### Routed metal, one colour a layer

Only two layers are drawn.
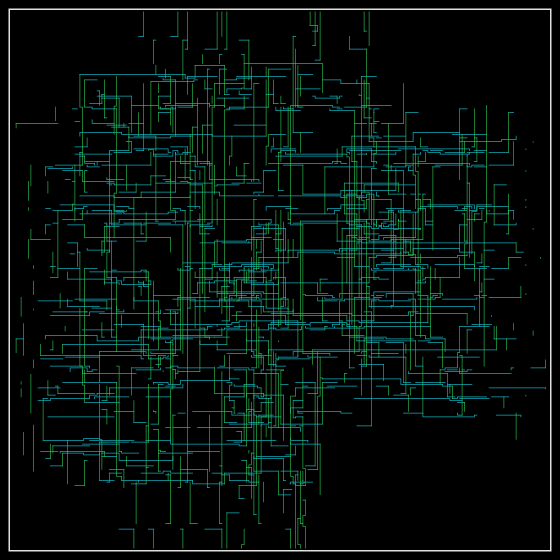
### Where the registers sit

The bar under the picture is 20 um long.
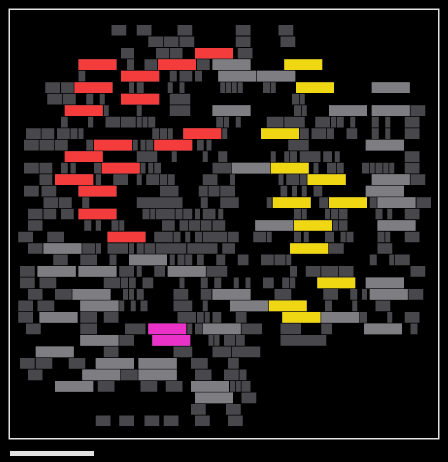
### Pin map

Pins as bars across the die edge, other pins in grey.
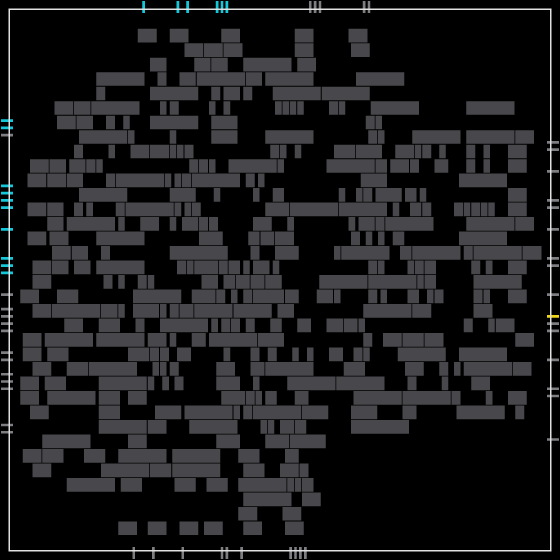
### Clock wiring as the flow saved it

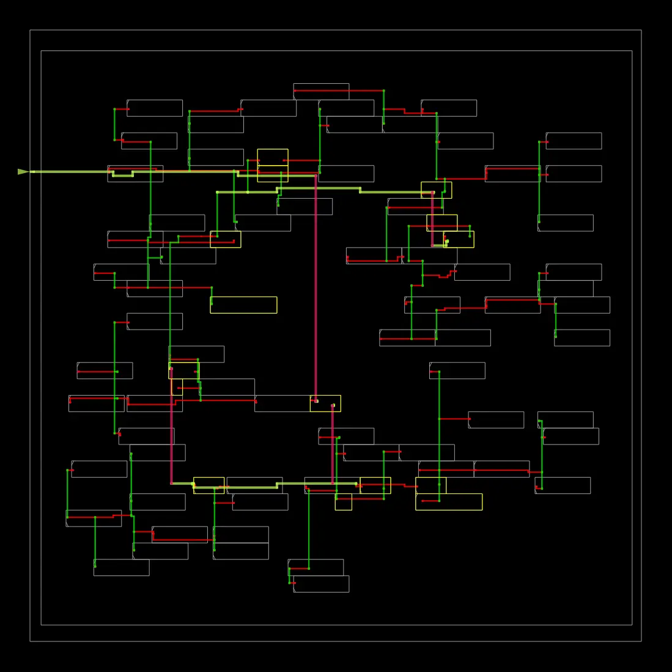
File: src/rtl/multicycle_addsub.sv
// multicycle_addsub: chunk-serial two's-complement adder/subtractor.
// The operation is computed CHUNK bits per clock through a narrow adder slice.
// Operands are accepted with a valid/ready handshake. The result and its
// carry/overflow/zero/negative flags are held until the consumer takes them.
module multicycle_addsub #(
  parameter int WIDTH = 16,
  parameter int CHUNK = 4
) (
  input  logic             clk,
  input  logic             reset_n,
  input  logic             in_valid,
  output logic             in_ready,
  input  logic [WIDTH-1:0] in_a,
  input  logic [WIDTH-1:0] in_b,
  input  logic             in_sub,
  input  logic             in_c,
  output logic             out_valid,
  input  logic             out_ready,
  output logic [WIDTH-1:0] out_s,
  output logic             out_c,
  output logic             out_v,
  output logic             out_z,
  output logic             out_n
);

  localparam int NCHUNK = WIDTH / CHUNK;
  // A one-chunk configuration still gets a 1-bit counter so that all
  // declarations stay legal.
  localparam int CW = (NCHUNK > 1) ? $clog2(NCHUNK) : 1;
  localparam logic [CW-1:0] LAST = CW'(NCHUNK - 1);

  typedef enum logic [1:0] {
    IDLE = 2'd0,
    RUN  = 2'd1,
    DONE = 2'd2
  } state_t;

  state_t state;
  state_t state_next;

  // Latched operands. b_op already holds the inverted subtrahend in subtract mode.
  logic [WIDTH-1:0] a_op;
  logic [WIDTH-1:0] b_op;
  // Partial sum, filled one chunk per RUN cycle.
  logic [WIDTH-1:0] sum_acc;
  logic             carry;
  logic [CW-1:0]    cnt;

  // Chunk views of the operands.
  logic [CHUNK-1:0] a_chunk [NCHUNK];
  logic [CHUNK-1:0] b_chunk [NCHUNK];
  logic [CHUNK-1:0] a_sel;
  logic [CHUNK-1:0] b_sel;
  logic [CHUNK:0]   chunk_sum;
  logic [WIDTH-1:0] sum_full;
  logic             last_chunk;
  logic             msb_cin;
  logic             msb_cout;

  for (genvar gi = 0; gi < NCHUNK; gi++) begin : g_chunks
    assign a_chunk[gi] = a_op[gi*CHUNK +: CHUNK];
    assign b_chunk[gi] = b_op[gi*CHUNK +: CHUNK];
  end

  // Select the chunk addressed by the counter.
  always_comb begin
    a_sel = a_chunk[0];
    b_sel = b_chunk[0];
    for (int i = 1; i < NCHUNK; i++) begin
      if (cnt == CW'(i)) begin
        a_sel = a_chunk[i];
        b_sel = b_chunk[i];
      end
    end
  end

  // The narrow adder slice: one chunk plus the carry from the previous chunk.
  always_comb begin
    chunk_sum = {1'b0, a_sel} + {1'b0, b_sel} + {{CHUNK{1'b0}}, carry};
  end

  // Partial sum with the current chunk merged in. On the last chunk this is
  // the complete result, so flags can be taken from it at the same time.
  for (genvar gi = 0; gi < NCHUNK; gi++) begin : g_merge
    assign sum_full[gi*CHUNK +: CHUNK] = (cnt == CW'(gi)) ? chunk_sum[CHUNK-1:0]
                                                          : sum_acc[gi*CHUNK +: CHUNK];
  end

  assign last_chunk = (cnt == LAST);
  assign msb_cout   = chunk_sum[CHUNK];
  // The carry into the MSB is recovered from the MSB sum bit: s = a ^ b ^ cin.
  // This works for any CHUNK, including the bit-serial case.
  assign msb_cin    = a_op[WIDTH-1] ^ b_op[WIDTH-1] ^ sum_full[WIDTH-1];

  // State register.
  always_ff @(posedge clk or negedge reset_n) begin
    if (!reset_n) begin
      state <= IDLE;
    end else begin
      state <= state_next;
    end
  end

  // Next-state logic and handshake outputs.
  always_comb begin
    state_next = state;
    in_ready   = 1'b0;
    out_valid  = 1'b0;
    case (state)
      IDLE: begin
        in_ready = 1'b1;
        if (in_valid) begin
          state_next = RUN;
        end
      end
      RUN: begin
        if (last_chunk) begin
          state_next = DONE;
        end
      end
      DONE: begin
        out_valid = 1'b1;
        if (out_ready) begin
          state_next = IDLE;
        end
      end
      default: state_next = IDLE;
    endcase
  end

  // Datapath: latch operands on accept, process one chunk per RUN cycle,
  // and register the result and flags when entering DONE.
  always_ff @(posedge clk or negedge reset_n) begin
    if (!reset_n) begin
      a_op    <= '0;
      b_op    <= '0;
      sum_acc <= '0;
      carry   <= 1'b0;
      cnt     <= '0;
      out_s   <= '0;
      out_c   <= 1'b0;
      out_v   <= 1'b0;
      out_z   <= 1'b0;
      out_n   <= 1'b0;
    end else begin
      case (state)
        IDLE: begin
          if (in_valid) begin
            a_op  <= in_a;
            // Subtraction is a + ~b + 1. A borrow-in cancels that +1.
            b_op  <= in_sub ? ~in_b : in_b;
            carry <= in_sub ? ~in_c : in_c;
            cnt   <= '0;
          end
        end
        RUN: begin
          sum_acc <= sum_full;
          carry   <= msb_cout;
          if (last_chunk) begin
            out_s <= sum_full;
            out_c <= msb_cout;
            out_v <= msb_cin ^ msb_cout;
            out_z <= (sum_full == '0);
            out_n <= sum_full[WIDTH-1];
          end else begin
            cnt <= cnt + CW'(1);
          end
        end
        default: begin
        end
      endcase
    end
  end

endmodule

File: config.mk
export PLATFORM = sky130hd
export DESIGN_NAME = multicycle_addsub
export DESIGN_NICKNAME = d
export VERILOG_FILES = /design/src/rtl/multicycle_addsub.sv
export SDC_FILE = /design/constraint.sdc
export NUM_CORES = 1
export LEC_CHECK = 0
export CAP_MARGIN = 20
export CORE_MARGIN = 1.5
export CORE_UTILIZATION = 35
export CTS_CLUSTER_DIAMETER = 50
export DETAILED_ROUTE_END_ITERATION = 12
export PLACE_DENSITY = 0.59
export SLEW_MARGIN = 25
export SYNTH_ARGS = -nofsm -noshare
export SYNTH_HDL_FRONTEND = slang
export SYNTH_SLANG_ARGS = --single-unit
export TNS_END_PERCENT = 10
File: constraint.sdc
create_clock -name clk -period 3.86 [get_ports clk]
set_input_delay 0.579 -clock clk [delete_from_list [all_inputs] [get_ports clk]]
set_output_delay 0.579 -clock clk [all_outputs]
set_load 0.02 [all_outputs]
==> GITHUB_STEP_SUMMARY <==
## Synthesis and layout report

| Metric | Value |
|---|---|
| Status | `finished, final reports clean` |
| Met3 wire len | `374 um` |
| Post-layout min period | `3.34 ns` |
| Top cells, area | `dfrtp_1, mux2_2, nand2_1` |
| List of most frequent post-synthesis cells | `dfrtp_1, nand2_1, o21ai_0, nor2_1, a21oi_1` |
| Startpoint Class | `flip-flop` |
| Type of the worst min-delay path | `in -> async` |
| Clock Sinks | `between 60 and 70` |
| CP max stage cell | `fa_1` |
| Adder share | `under 10%` |
| YS chip area | `around 0.0034 mm2` |
| Synth unique cells | `roughly 42` |
| Simple-gate portion of the synthesized area | `about an eighth` |
| Final Hold Viols | `0` |
| Vias/cell | `about 4.8` |
| Xor+xnor area frac | `a little over 5%` |
| Number of diodes | `0` |
| H-tree depth | `3` |
| Reg2reg start | `cnt[1]` |
| Post-synth top area cell | `dfrtp_1` |
| Crit-path cells | `inv_1 > ha_1 > mux2i_1 > nor2_1 > a21oi_1 > o21ai_0 > fa_1 > fa_1 > and2_2 > o311a_1 > o211a_1 > o31ai_2` |
| Count leader, synth | `dfrtp_1` |
| Post-CTS sizing | `0` |
| Critical setup path kind | `reg -> reg` |
| Worst-margin pin slew | `0.911 ns` |
| Crit path max fanout | `6` |
| Arr. time, crit path | `between 3 and 4 ns` |
| # fillers | `between 800 and 900` |
| Max stage delay on crit path | `about 0.49 ns` |
| Detailed Routing Iterations Pass 1 | `4` |
| Mean Syn Cell Area | `around 10 um2` |
| Mapped Area | `0.00339 mm2` |
| Antenna-violating nets left | `0` |
| Async S/R FF share, synth | `100%` |
| Kind of end point of the critical path | `flip-flop` |
| Top layer used by detailed routing | `met4` |
| CP bufs+invs | `1` |
| Flip-flops with a built-in enable | `0` |
| Final instance area | `about 0.0043 mm2` |
| Clock buffer depth | `2` |
| HPWL Detailed | `5190 um` |
| Top area contributor share | `around half` |
| CTS tree | `yes` |
| Nets | `441` |
| Detail Route met2 WL | `between 3000 and 4000 um` |
| Global route overflow | `0` |
| Worst Path Required | `4.12 ns` |
| Row count | `35` |
| Yosys cell count | `roughly 340` |
| I/O pin cnt | `about 60` |
| Cells after synthesis | `around 340` |
| Post-CTS setup buffer count | `0` |
| Initial antenna violation count | `0` |
| Clock slew at reported path FFs | `roughly 0.080 ns` |
| CP Depth | `12` |
| Comb area leader | `AND-OR/OR-AND gates` |
| Critical path launch point | `cnt[1]` |
| Setup TNS | `0 ns` |
| Fp util | `a little over a third` |
| Commonest flop | `dfrtp_1` |
| Iteration-0 DRC count of the detailed router | `126` |
| Setup violations, final | `0` |
| Fraction of layout cells with a size suffix above 1 | `13.1%` |
| Floorplan Nets | `386` |
| Worst R2R Path Depth | `12` |
| YS warnings | `0` |
| R2R Setup Slk | `about 0.52 ns` |
| Metal-1 WL | `3280 um` |
| Reg2reg end | `out_v` |
| Post-synth mux share | `10.5%` |
| First-pass GRT wire length | `between 10000 and 15000 um` |
| Remaining DRCs | `0` |
| Achievable Freq | `~0.3 GHz` |
| Core Region | `roughly 0.0093 mm2` |
| Part of the Yosys area used for sequential elements | `roughly 50%` |
| Tool Warnings | `29` |
| Pin count of the biggest net entering global routing | `between 50 and 60` |
| Maxcap violations | `0` |
| Dominant delay contributor by cell family on the critical path | `adder cells` |
| Clock root buffer | `clkbuf_8` |
| Total die area | `0.0103 mm2` |
| Final Wtd Congestion | `between 0.8 and 0.9` |
| Compound-Gate Fraction of Synth Area | `14.3%` |
| Crit path to | `out_v` |
| Placed Area | `approximately 0.004 mm2` |
| Most frequent CP cell | `fa_1` |
| Max transition margin | `39.1%` |
| Pins Over Slew Limit | `0` |
| RSZ-0062 raised after global routing | `false` |
| Period utilisation layout | `86.5%` |
| Via count of the first global-routing pass | `roughly 2600` |
| Hold_buf cts | `0` |
| Ys flops | `between 60 and 70` |
| Area growth, synth to finish | `27.6%` |
## Picture notes: 'Routed metal, one colour a layer'
Green shows M2, wire length 3230 um. Cyan shows M1, wire length 3280 um.
total vias in the final route: 2515
final WL: 6980 um
drt wl/cell: 13.3 um
Tot GR Track Use: 15.1%

## Picture notes: 'Where the registers sit'
Magenta shows `cnt`, sequential cells 2. Yellow shows `sum_acc`, sequential cells 12. Red shows `b_op`, sequential cells 16.
Another 38 sequential cells are not coloured.
flip-flop and latch area: 0.00170 mm2
post-layout util: 46.3%

## Picture notes: 'Pin map'
Yellow shows `out_z`, pins 1, direction output, edge right. Cyan shows `in_b`, pins 16, direction input, edge 10 left, 6 top.
Die Span Y: 101 um
IO buf count: 59
DIE WIDTH: 101 um

## Picture notes: 'Clock wiring as the flow saved it'
flop count: 68
cts bufs inserted: 9
Setup Skew: 0.0118 ns
Insertion Delay late pin: 0.34 ns

registers in the layout, summed over array words and instances, names as in the netlist:
register and flops:
state 2, out_s 16, cnt 2, out_z 1
out_v 1, carry 1, out_c 1, sum_acc 12
a_op 16, b_op 16
worst min-delay path by stage:
| stage | from | to | cells after the start |
|---|---|---|---|
| global placement | out_s[0] | out_s[0] | 2 |
| global route | reset_n | out_s[7] | 1 |
| CTS | reset_n | out_s[7] | 1 |
| detailed placement | out_s[6] | out_s[6] | 2 |
| floorplan | reset_n | a_op[0] | 0 |
| finish | reset_n | out_s[2] | 1 |
cells by family (layout without fill, tap and decap cells):
logic type / Yosys count / in the layout
multiplexers: 33 / 33
adder cells (fa/ha/maj): 9 / 9
flip-flops: 68 / 68
AND/OR/NAND/NOR: 99 / 99
XOR/XNOR: 19 / 19
AND-OR/OR-AND: 84 / 84
buffers and inverters: 27 / 86
stage by stage:
step	std cells	util [%]	setup slack (ns)	hold slack, ns
floorplan	339	-	0.479	0.283
global placement	512	43.9	0.592	0.460
detailed placement	512	43.9	0.528	0.469
CTS	527	46.3	0.490	0.109
global route	527	46.3	0.209	0.132
finish	527	46.3	0.520	0.119
placed cells by master, fill, tap and decap left out, drive strengths merged, types with 2 or more instances in the layout:
master	n
clkbuf	11
a21oi	27
ha	7
buf	9
nor2b	3
dfrtp	68
nor4	3
o21ai	39
inv	4
xnor2	19
clkdlybuf4s50	58
bufinv	2
o221ai	2
a211oi	2
nor3b	2
nand2b	2
o31ai	2
mux2i	14
or2	2
fa	2
and2	2
mux2	19
nand2	51
a21o	3
a31oi	3
nor2	30
cell type report:
cell class                 instances  area (um2)  share of cell area [%]
clock inverter                     4        72.6                    1.68
timing repair buffer              67         646                    14.9
clock buffer                      11         151                    3.50
sequential                        68        1700                    39.4
multi-input combinational        244        1570                    36.4
inverter                           4        15.0                   0.348
tap                              129         161                    3.74
routing by layer:
| metal | vias up | global-route usage, % |
|---|---|---|
| li1 | 1273 | - |
| met1 | 1166 | 19.1 |
| met2 | 66 | 24.6 |
| met3 | 10 | 4.21 |
| met4 | 0 | 5.88 |
| met5 | - | 0 |
